### src/rtl/ptw_sv39.sv
// Sv39 page-table walker: TLB miss in, PTE reads out, TLB update or fault back.
// Optional perf counters are built only when PTW_PERF_CNT_EN is defined.
module ptw_sv39 #(
    parameter int PADDR_W = 56,
    parameter int LEVELS  = 3
) (
    input  logic               clk_i,
    input  logic               srst_n_i,
    input  logic               tlb_flush_i,
    input  logic [43:0]        satp_ppn_i,
    input  logic               req_valid_i,
    output logic               req_ready_o,
    input  logic [26:0]        req_vpn_i,
    output logic               mem_req_valid_o,
    input  logic               mem_req_ready_i,
    output logic [PADDR_W-1:0] mem_req_addr_o,
    input  logic               mem_rsp_valid_i,
    input  logic [63:0]        mem_rsp_data_i,
    input  logic               mem_rsp_err_i,
    output logic               update_valid_o,
    output logic               update_we_o,
    output logic [1:0]         update_level_o,
    output logic [26:0]        update_vpn_o,
    output logic [25:0]        update_ppn2_o,
    output logic [8:0]         update_ppn1_o,
    output logic [8:0]         update_ppn0_o,
    output logic [7:0]         update_pte_o,
    output logic               walk_done_o,
    output logic               page_fault_o,
    output logic               access_fault_o
`ifdef PTW_PERF_CNT_EN
    ,
    output logic [31:0]        perf_walk_cnt_o,
    output logic [31:0]        perf_fault_cnt_o
`endif
);

    localparam int AW = (PADDR_W > 56) ? PADDR_W : 56;

    typedef enum logic [2:0] {
        S_IDLE  = 3'd0,
        S_REQ   = 3'd1,
        S_WAIT  = 3'd2,
        S_CHECK = 3'd3,
        S_DONE  = 3'd4,
        S_DRAIN = 3'd5
    } state_t;

    state_t      state_q, state_d;
    logic [26:0] vpn_q, vpn_d;
    logic [43:0] a_q, a_d;
    logic [1:0]  level_q, level_d;
    logic [63:0] pte_q, pte_d;
    logic        err_q, err_d;
    logic        pf_q, pf_d;
    logic        af_q, af_d;
    logic        ok_q, ok_d;

    logic [8:0]    vpn_idx_s;
    logic [AW-1:0] base_s;
    logic [AW-1:0] offs_s;
    logic [AW-1:0] addr_full_s;
    logic          leaf_s;
    logic          bad_fmt_s;
    logic          misalign_s;
    logic          accept_s;
    logic          done_s;
    logic          upd_s;
    logic          unused_rsw_s;

    // VPN slice selected by the current level
    always_comb begin
        case (level_q)
            2'd2:    vpn_idx_s = vpn_q[26:18];
            2'd1:    vpn_idx_s = vpn_q[17:9];
            default: vpn_idx_s = vpn_q[8:0];
        endcase
    end

    // PTE address = table base + 8 * index, computed wide then truncated
    always_comb begin
        base_s        = '0;
        offs_s        = '0;
        base_s[55:0]  = {a_q, 12'h000};
        offs_s[11:0]  = {vpn_idx_s, 3'b000};
        addr_full_s   = base_s + offs_s;
    end

    // PTE classification for the CHECK state
    always_comb begin
        leaf_s    = pte_q[1] | pte_q[3];
        bad_fmt_s = (~pte_q[0]) | ((~pte_q[1]) & pte_q[2]) | (pte_q[63:54] != 10'd0);
        case (level_q)
            2'd2:    misalign_s = (pte_q[27:10] != 18'd0);
            2'd1:    misalign_s = (pte_q[18:10] != 9'd0);
            default: misalign_s = 1'b0;
        endcase
    end

    assign accept_s     = (state_q == S_IDLE) && req_valid_i && !tlb_flush_i;
    assign unused_rsw_s = ^pte_q[9:8];

    // Next-state and walk bookkeeping
    always_comb begin
        state_d = state_q;
        vpn_d   = vpn_q;
        a_d     = a_q;
        level_d = level_q;
        pte_d   = pte_q;
        err_d   = err_q;
        pf_d    = pf_q;
        af_d    = af_q;
        ok_d    = ok_q;
        case (state_q)
            S_IDLE: begin
                if (accept_s) begin
                    vpn_d   = req_vpn_i;
                    a_d     = satp_ppn_i;
                    level_d = 2'd2;
                    pf_d    = 1'b0;
                    af_d    = 1'b0;
                    ok_d    = 1'b0;
                    state_d = S_REQ;
                end else begin
                    state_d = S_IDLE;
                end
            end
            S_REQ: begin
                // A request accepted in the flush cycle still owes us a response
                if (tlb_flush_i) begin
                    state_d = mem_req_ready_i ? S_DRAIN : S_IDLE;
                end else if (mem_req_ready_i) begin
                    state_d = S_WAIT;
                end else begin
                    state_d = S_REQ;
                end
            end
            S_WAIT: begin
                if (mem_rsp_valid_i) begin
                    pte_d   = mem_rsp_data_i;
                    err_d   = mem_rsp_err_i;
                    state_d = tlb_flush_i ? S_IDLE : S_CHECK;
                end else if (tlb_flush_i) begin
                    state_d = S_DRAIN;
                end else begin
                    state_d = S_WAIT;
                end
            end
            S_CHECK: begin
                if (tlb_flush_i) begin
                    state_d = S_IDLE;
                end else if (err_q) begin
                    af_d    = 1'b1;
                    state_d = S_DONE;
                end else if (bad_fmt_s) begin
                    pf_d    = 1'b1;
                    state_d = S_DONE;
                end else if (leaf_s) begin
                    // A/D are software-managed: a clear A bit faults, D is not examined
                    if (misalign_s || !pte_q[6]) begin
                        pf_d = 1'b1;
                    end else begin
                        ok_d = 1'b1;
                    end
                    state_d = S_DONE;
                end else if (level_q == 2'd0) begin
                    pf_d    = 1'b1;
                    state_d = S_DONE;
                end else begin
                    a_d     = pte_q[53:10];
                    level_d = level_q - 2'd1;
                    state_d = S_REQ;
                end
            end
            S_DONE: begin
                state_d = S_IDLE;
            end
            S_DRAIN: begin
                if (mem_rsp_valid_i) begin
                    state_d = S_IDLE;
                end else begin
                    state_d = S_DRAIN;
                end
            end
            default: begin
                state_d = S_IDLE;
            end
        endcase
    end

    // State and walk registers
    always_ff @(posedge clk_i) begin
        if (!srst_n_i) begin
            state_q <= S_IDLE;
            vpn_q   <= 27'd0;
            a_q     <= 44'd0;
            level_q <= 2'd0;
            pte_q   <= 64'd0;
            err_q   <= 1'b0;
            pf_q    <= 1'b0;
            af_q    <= 1'b0;
            ok_q    <= 1'b0;
        end else begin
            state_q <= state_d;
            vpn_q   <= vpn_d;
            a_q     <= a_d;
            level_q <= level_d;
            pte_q   <= pte_d;
            err_q   <= err_d;
            pf_q    <= pf_d;
            af_q    <= af_d;
            ok_q    <= ok_d;
        end
    end

    assign done_s          = (state_q == S_DONE);
    assign upd_s           = done_s && ok_q;
    assign req_ready_o     = (state_q == S_IDLE) && !tlb_flush_i;
    assign mem_req_valid_o = (state_q == S_REQ);
    assign mem_req_addr_o  = (state_q == S_REQ) ? addr_full_s[PADDR_W-1:0] : '0;
    assign walk_done_o     = done_s;
    assign page_fault_o    = done_s && pf_q;
    assign access_fault_o  = done_s && af_q;
    assign update_valid_o  = upd_s;
    assign update_we_o     = upd_s;
    assign update_level_o  = upd_s ? level_q       : 2'd0;
    assign update_vpn_o    = upd_s ? vpn_q         : 27'd0;
    assign update_ppn2_o   = upd_s ? pte_q[53:28]  : 26'd0;
    assign update_ppn1_o   = upd_s ? pte_q[27:19]  : 9'd0;
    assign update_ppn0_o   = upd_s ? pte_q[18:10]  : 9'd0;
    assign update_pte_o    = upd_s ? pte_q[7:0]    : 8'd0;

`ifdef PTW_PERF_CNT_EN
    logic [31:0] walk_cnt_q, walk_cnt_d;
    logic [31:0] fault_cnt_q, fault_cnt_d;

    // Walk and fault event counters, free-running with natural wrap
    always_comb begin
        walk_cnt_d  = walk_cnt_q;
        fault_cnt_d = fault_cnt_q;
        if (done_s) begin
            walk_cnt_d = walk_cnt_q + 32'd1;
            if (pf_q || af_q) begin
                fault_cnt_d = fault_cnt_q + 32'd1;
            end else begin
                fault_cnt_d = fault_cnt_q;
            end
        end else begin
            walk_cnt_d = walk_cnt_q;
        end
    end

    // Counter registers
    always_ff @(posedge clk_i) begin
        if (!srst_n_i) begin
            walk_cnt_q  <= 32'd0;
            fault_cnt_q <= 32'd0;
        end else begin
            walk_cnt_q  <= walk_cnt_d;
            fault_cnt_q <= fault_cnt_d;
        end
    end

    assign perf_walk_cnt_o  = walk_cnt_q;
    assign perf_fault_cnt_o = fault_cnt_q;
`else
    // Counters not built in this configuration
`endif

    ptw_sv39_chk #(
        .PADDR_W (PADDR_W),
        .LEVELS  (LEVELS)
    ) u_chk (
        .clk_i           (clk_i),
        .srst_n_i        (srst_n_i),
        .tlb_flush_i     (tlb_flush_i),
        .mem_req_valid_o (mem_req_valid_o),
        .mem_req_ready_i (mem_req_ready_i),
        .mem_req_addr_o  (mem_req_addr_o)
    );

endmodule

// Protocol checker for the walker: fixed depth and stable request while stalled.
module ptw_sv39_chk #(
    parameter int PADDR_W = 56,
    parameter int LEVELS  = 3
) (
    input  logic               clk_i,
    input  logic               srst_n_i,
    input  logic               tlb_flush_i,
    input  logic               mem_req_valid_o,
    input  logic               mem_req_ready_i,
    input  logic [PADDR_W-1:0] mem_req_addr_o
);

    a_levels: assert property (@(posedge clk_i) LEVELS == 3);

    a_req_stable: assert property (@(posedge clk_i) disable iff (!srst_n_i)
        (mem_req_valid_o && !mem_req_ready_i && !tlb_flush_i)
        |=> (mem_req_valid_o && $stable(mem_req_addr_o)));

endmodule

### config.mk
export PLATFORM = sky130hd
export DESIGN_NAME = ptw_sv39
export DESIGN_NICKNAME = d
export VERILOG_FILES = /design/src/rtl/ptw_sv39.sv
export SDC_FILE = /design/constraint.sdc
export NUM_CORES = 1
export LEC_CHECK = 0
export CORE_ASPECT_RATIO = 1.1
export CORE_MARGIN = 1.5
export CORE_UTILIZATION = 32
export CTS_CLUSTER_DIAMETER = 40
export DETAILED_ROUTE_END_ITERATION = 12
export GPL_ROUTABILITY_DRIVEN = 0
export PLACE_DENSITY = 0.65
export SLEW_MARGIN = 10
export SYNTH_ARGS = -nofsm -noshare
export SYNTH_HDL_FRONTEND = slang
export SYNTH_SLANG_ARGS = --single-unit
### constraint.sdc
create_clock -name clk_i -period 2.44 [get_ports clk_i]
set_clock_uncertainty 0.15 [all_clocks]
set_input_delay 0.244 -clock clk_i [delete_from_list [all_inputs] [get_ports clk_i]]
set_output_delay 0.244 -clock clk_i [all_outputs]
set_load 0.01 [all_outputs]
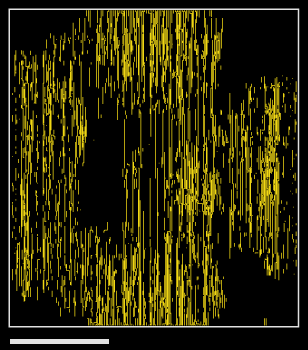
(images/met2.png)
Scale bar: 50 um.
longest straight run	79.7 um
main direction	vertical
share of all routed wire	49%

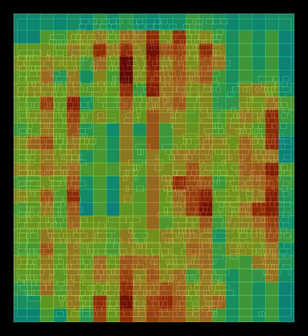
(images/final_congestion.png)
wire length per cell: 16.2 um
GRT Util Overall: 20.3%
met1 Track Usage GR: 24.3%
post-layout util: 49.5%

==> changes_impl.md <==
### Implementation results

* Most instantiated library cell after synthesis: nand2_1
* CTS Buf Count at 17
* Worst Path Arrival at about 2.0 ns
* Setup crit end: mem_req_addr_o[21]
* Seq share, synth at between 30% and 40%
* Worst Path Buf+Inv at 2
* Maximum clock path buffer count at 2
* Row cnt at approximately 57
* Min Clock Period, post-route at about 2.4 ns
* Flop area at 2850 um2
* Root Buffer: clkbuf_16
* Synth-to-layout area growth at 51.8%
* Layout cells sized above 1 at a little under an eighth
* DRT Pass-1 Iters at 4
* Commonest cells post-synth: nand2_1, dfxtp_1, a21oi_1
* Gr ovfl total at 0
* R2R Setup Slk at roughly 0.26 ns
* Gate Area at between 3000 and 4000 um2
* Drt total wl at between 20 and 25 mm
* Port buffer count at between 200 and 300
* Placed cell areas at just over 10000 um2
* Max_slew headroom at between 20% and 30%
* Worst Path Required at a little over 2 ns
* Leak at slightly below 0.005 uW
* Largest stage delay, worst path at between 0.5 and 0.6 ns
* Highest-count logic cell in the final layout: nand2_1
* Largest net degree at the start of global routing at 94
* R2R Path Start: level_q[1]$_SDFFE_PN0P_
* CTS Hold Buffers Added at 0
* DRC Markers at 0
* Synthesis Warnings at 0
* Initial antenna violation count at 1
* Yosys synthesis chip area at between 7000 and 8000 um2
* DP Cell Count at around 1400
* Synthesized netlist cell count at 910
* Synth Area per Inst at 7.91 um2
* MaxCap Viol Count at 0
* Fin. max-slew vios at 0
* Worst R2R End: level_q[1]$_SDFFE_PN0P_
* Die height at around 160 um
* Vias in the first global route at around 7000
* Post-DP HPWL at between 15 and 20 mm
* # nets final at between 1000 and 1500
* Post-route cell area at 10900 um2
* Core area at roughly 22000 um2
* Initial DRC Count at 371
* Final setup violating endpoints at 0
* Kind of critical path: register to primary output
* Largest cells by area after synthesis: dfxtp_1, nand2_1, and2_1
* Fmax at ~0.42 GHz
* OpenROAD warnings at 34
* FP Util at about a third
* Number of cells on the critical path at 4
* Dominant synthesized flop cell: dfxtp_1
* Die Wd at approximately 150 um
* Synth flops at approximately 140
* CTS tree: built
* P per Cell Area at approximately 530 nW/um2
* Crit path max fanout at 18
* CP Launch Type: register
* Cell Count, Final, Fillers Out at 1474
* Status: finished clean
* Crit end category: primary output
* RSZ-0062 raised after global routing: true
* Fillers at approximately 2200
* H-tree depth at 4
* Min-delay src: mem_rsp_data_i[42]
* Cell Area, Synth at around 7000 um2
* Via density at between 4 and 5
* R2R cell count at 7
* Number of clock sinks at roughly 140
* Yosys stat cell total at just over 900
* Final period util at between 90 and 100%
* Setup crit start: state_q[0]$_SDFF_PN0_
* Clk slew on worst S/H paths at about 0.070 ns
* First-pass GRT wire length at about 38 mm
* DIE AREA at 23400 um2
* Top cell type's share of synthesized area at ~39%
* Post-synth EDFFs at 0
* Worst Hold Path EP: pte_q[42]$_SDFFE_PN0P_
* Number of routed nets with antenna violations at 0
* Hold Crit Depth at 3
* Worst slew pin tran at between 1 and 1.5 ns
* Min-Delay Path Class: input pin to register
* CP top delay family: buffers and inverters
* Crit path cell chain: nor2b_4, buf_4, and3_1, clkdlybuf4s50_1
* Biggest area consumer among synthesized cells: dfxtp_1
* Clk_lat worst skew at 0.41 ns
* Ys async rst share at 0%
* I/O pins at around 290
* Most frequent cells in the layout: nand2_1, clkdlybuf4s50_1, dfxtp_1
* DR vias at roughly 7000
* Max IR drop VDD at ~0.44 mV
* CP max stage cell: clkdlybuf4s50_1
* Count of unique library cells instantiated by Yosys at 38
* Final hold vios at 0
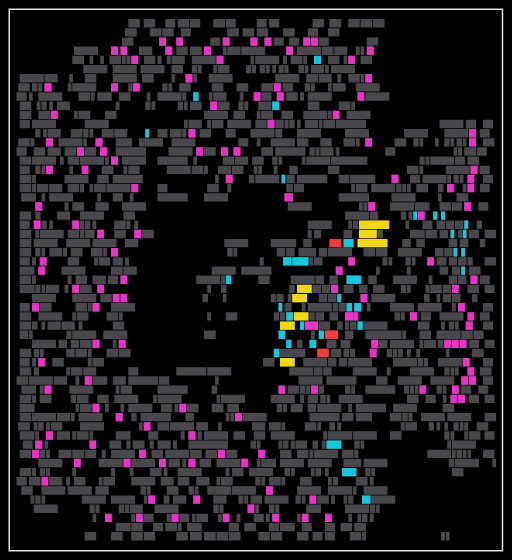
(images/gate_families.png)
family	colour	cells
AND and OR gates	magenta	133
NOR gates	cyan	34
adder and majority cells	yellow	8
AND-OR and OR-AND gates	red	3

layout make-up:
cell class | count | share of cell area, %
Tap cell | 295 | 3.38
Clock inverter | 13 | 1.40
Multi-Input combinational cell | 682 | 36.4
Clock buffer | 19 | 4.14
Antenna cell | 1 | 0.0229
Sequential cell | 142 | 26.0
Inverter | 8 | 0.286
Timing Repair Buffer | 314 | 28.4
flip-flops by register name (all words and copies together), names as in the netlist:
register,cells
pte_q,62
a_q,44
vpn_q,27
state_q,3
level_q,2
af_q,1
err_q,1
ok_q,1
pf_q,1
metrics by stage:
step / TNS [ns] / total power (uW) / setup WS [ns] / hold WS [ns]
global route: -0.808 / 6000 / -0.0522 / 0.212
floorplan: 0 / 2810 / 0.367 / 0.230
CTS: 0 / 5830 / 0.00947 / 0.203
finish: 0 / 5760 / 0.0442 / 0.218
detailed placement: 0 / 3150 / 0.0568 / 0.296
global placement: 0 / 3140 / 0.142 / 0.289
where the power goes:
| group | internal (uW) | switching, uW |
|---|---|---|
| clock | 1580 | 1080 |
| sequential | 2400 | 48.1 |
| combinational | 377 | 283 |
| total | 4350 | 1410 |
kinds of logic (layout without fill, tap and decap cells):
kind of cell	Yosys count	in the layout	synth area share [%]
compound gates	132	132	10.5
other cells	1	4	0.0521
fa+ha+maj	8	8	1.39
simple gates	450	450	29.3
flops	142	142	39.5
buf+inv	88	354	6.15
mux	89	89	13.1
what timing repair did:
action                                  4_1_cts  5_1_grt
cloned                                        1        0
endpoints found under the setup margin      127       68
gates resized                                91       28
pin swaps                                     1        1
buffers inserted                              4        1
layer usage:
metal / up-vias / share of wire, % / GRT usage, %
met5: - / 0 / 0
met4: 0 / 2.0 / 6.47
met3: 30 / 6.8 / 5.74
met2: 225 / 49 / 35.0
met1: 3226 / 42 / 24.3
li1: 3528 / - / -
Power and IR drop assume default switching activity.
